Design booth_multiplier, sky130hd; sources not shown.
==> images/pdn.png <==
Pins as bars on the die edge. Tap cells in gray.
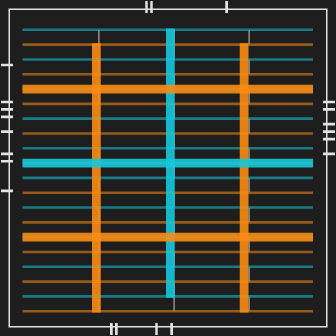
VDD: shown in cyan. VSS: shown in orange.
31 tap cells. The core has 19 rows. 20 met1 rails follow the rows. 21 signal pins sit on the boundary. 3 straps on met4.
Worst IR Drop VDD: 364 µV
die y size: 58.0 µm
horizontal die size: 58.0 µm

==> images/cell_classes.png <==
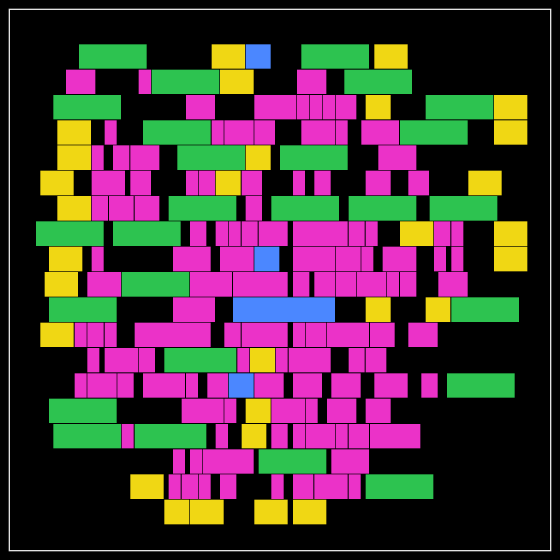
all other logic: shown in magenta, cells 119. flip-flops: shown in green, cells 26. clock drivers and dummy loads: shown in blue, cells 4. other buffers and delay cells: shown in yellow, cells 29.
area inside the core boundary: 0.00276 mm²
final instance area: 0.00171 mm²
proportion of cell area occupied by registers: 0.305
utilization after layout: 0.622
number of cell rows: 19

==> images/clock_map.png <==
Scale bar: 20 µm.
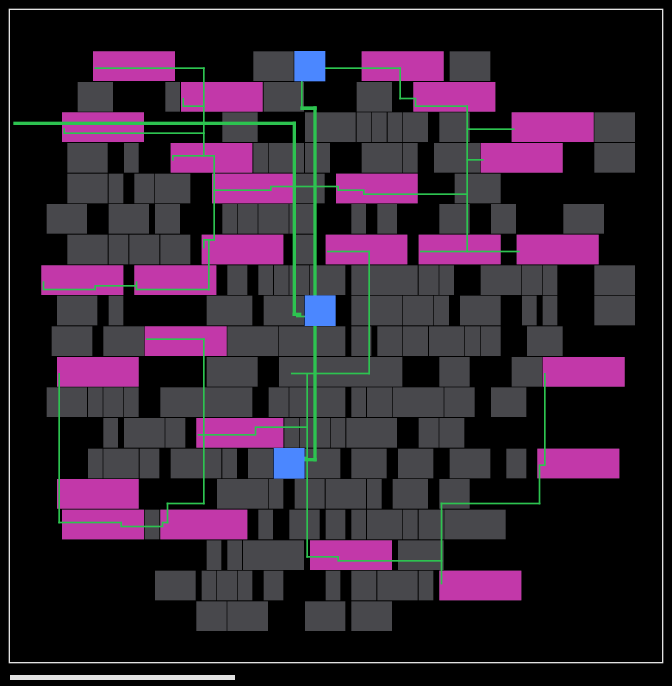
clock wires: shown in green, length 355 µm. cells driving clock nets: shown in blue, count 3. flip-flops: shown in magenta, count 26.
There are 4 routed clock nets.
Final Skew: 3.58 ps
insertion delay at the late pin of the worst-skew pair: 340 ps

==> flow_metrics.rpt <==
=== SYNTHESIS / PLACE & ROUTE SUMMARY ===
----------------------------------------------------
[Run status]
  Run status ........................ finished clean

[Clock network]
  Root Buffer Master ........................ clkbuf_4
  Clock input transition at the sequential cells of the worst setup and hold paths ........................ about 150 ps
  CTS sink cnt ........................ 26
  Hold buffer count at cts ........................ 0
  CTS tree ........................ yes
  Longest Clk Path Bufs ........................ 2

[Yosys]
  Prevailing post-synth register cell ........................ dfxtp_1
  Count of flip-flops with a built-in enable after synthesis ........................ 0
  Flip-flop and latch count after synthesis ........................ 26
  Sequential area share after synthesis ........................ 0.379
  Ys async rst share ........................ 0
  Area leader share ........................ 0.379
  Total cell area reported by yosys after synthesis ........................ approximately 0.0014 mm²
  Ao+oa area frac ........................ 0.137
  Cells after Synth ........................ 154
  Library cell with the highest instance count after synthesis ........................ dfxtp_1
  Cell count listed in synth_stat.txt ........................ 154
  Area share of xor/xnor cells in the synthesized design ........................ 0.0374
  Fraction of the mapped netlist area in simple logic gates ........................ 0.216
  Cell Area, Synth ........................ 0.00137 mm²
  Largest cells by area ........................ dfxtp_1 38%, ha_1 7.3%, nor2_1 6.8%
  Post-synthesis average cell area ........................ 8.91 µm²
  Yosys adder share ........................ 0.0875
  Dominant kind of combinational cell ........................ simple AND/OR/NAND/NOR gates

[Pwr]
  Power Density ........................ 633 mW/mm²
  Leak ........................ 0.000697 µW
  Total power ........................ 1090 µW

[Worst setup path]
  Register-to-register setup slack ........................ 70 ps
  Type of the worst setup path ........................ register to register
  WP data arrival ........................ 2520 ps
  Endpoint class of the critical path ........................ register

[Finish]
  Fraction of layout instances using a drive strength above 1 ........................ 0.152
  Area occupied by multi-input gates ........................ 795 µm²
  Flop Count ........................ 26
  Tally of clock buffers in the finished layout ........................ 3
  Bufs w/o clock ........................ 29
  Clock-cell share ........................ 0.0307
  Flip-flop count of the largest register, all copies and words added ........................ 8
  Fill cells ........................ roughly 240
  Area used by sequential logic in the layout ........................ 523 µm²
  Area overhead of the layout relative to synthesis ........................ 24.9%
  Mi-comb count ........................ 109
  Fin cells ........................ ~210
  Number of inserted diodes ........................ 0
  Biggest cell category by area in the final layout ........................ multi-input combinational cells
  Final nets ........................ 199

[Floorplanning]
  Die outline area ........................ between 0.003 and 0.004 mm²
  Floorplan utilization ........................ 0.498
  Top Ports ........................ 21
  Number of tap cells inserted ........................ 31

[Flow run]
  Tool warning count ........................ 27
  Max-capacitance violation count ........................ 0

[Drt]
  Routed WL ........................ roughly 3000 µm
  Pre-antenna DRT Iters ........................ 4
  Wire per inst ........................ between 10 and 15 µm
  # DRC ........................ 0
  Via Count ........................ between 1000 and 1500

[Timing]
  Fin crit period ........................ 2230 ps
  Final setup violation count ........................ 0
  Count of final hold-check violations ........................ 0
  Number of max-slew violations in the final report ........................ 0

[Worst hold path]
  Worst Hold Path Cells ........................ 2
  Worst hold path class ........................ register to register

[Placement]
  Detailed placer's ending HPWL ........................ 2070 µm
  Cell Area, Placed ........................ 0.00162 mm²
  Tally of buffers added on design ports ........................ 20
  Cell count after placement ........................ 202
  RD Place Congestion ........................ 0.838

[Global route]
  Initial antenna violation count ........................ 0
  Grt ovf ........................ 0
  Total global routing track utilization ........................ 0.196
  First-pass GRT wire length ........................ 5100 µm

----------------------------------------------------
-- cell usage in the layout (no fill, tap or decap), drive strengths merged, types with 3 or more instances in the layout --
master         netlist  final
a21oi               12     12
mux2i                8      8
nor2                26     26
nor3                 4      4
clkdlybuf4s50        0     20
o21ai                3      3
a22o                 5      5
buf                  5      9
nand3                4      4
nand2b               4      4
ha                   8      8
nand2                5      5
dfxtp               26     26
mux2                 3      3
clkbuf               4      3
nand3b               3      3
xnor2                4      4
nor2b                6      6
inv                 10     10
-- critical path: stages (launching register included) --
cell      delay, ps
dfxtp_2         360
inv_1            50
ha_1            290
mux2_4          290
fa_2            350
nand2b_4        150
a21oi_4         140
xnor2_2         160
mux2_4          330
nand3_2          70
-- what timing repair did --
action                     4_1_cts  5_1_grt
pin swaps                        0        3
resized                          4        4
buffers inserted                 0        3
cloned                           0        0
setup endpoints to repair        1        2
-- per-layer routing --
layer | share of wire | track usage | routed length (µm) | vias up
met2 | 0.49 | 0.334 | 1480 | 25
met5 | 0 | 0 | 0 | -
met1 | 0.45 | 0.243 | 1360 | 541
met4 | 0.021 | 0.0864 | 62 | 0
li1 | - | - | - | 569
met3 | 0.033 | 0.0313 | 99 | 7
-- stage by stage --
step	setup TNS [ps]	util	setup WS (ps)	hold slack, ps
2_1_floorplan	0	-	54.8	369
3_3_place_gp	0	0.586	47.2	439
3_5_place_dp	-6.59	0.586	-6.59	441
4_1_cts	0	0.609	41.7	471
5_1_grt	-40.6	0.622	-40.6	513
6_report	0	0.622	71.4	465
-- report_power, final --
part           internal [µW]  switching [µW]
Clock                    176             150
Combinational            141             134
Sequential               470            14.6
Power figures rest on the tool's default switching activity, not on a simulated workload.
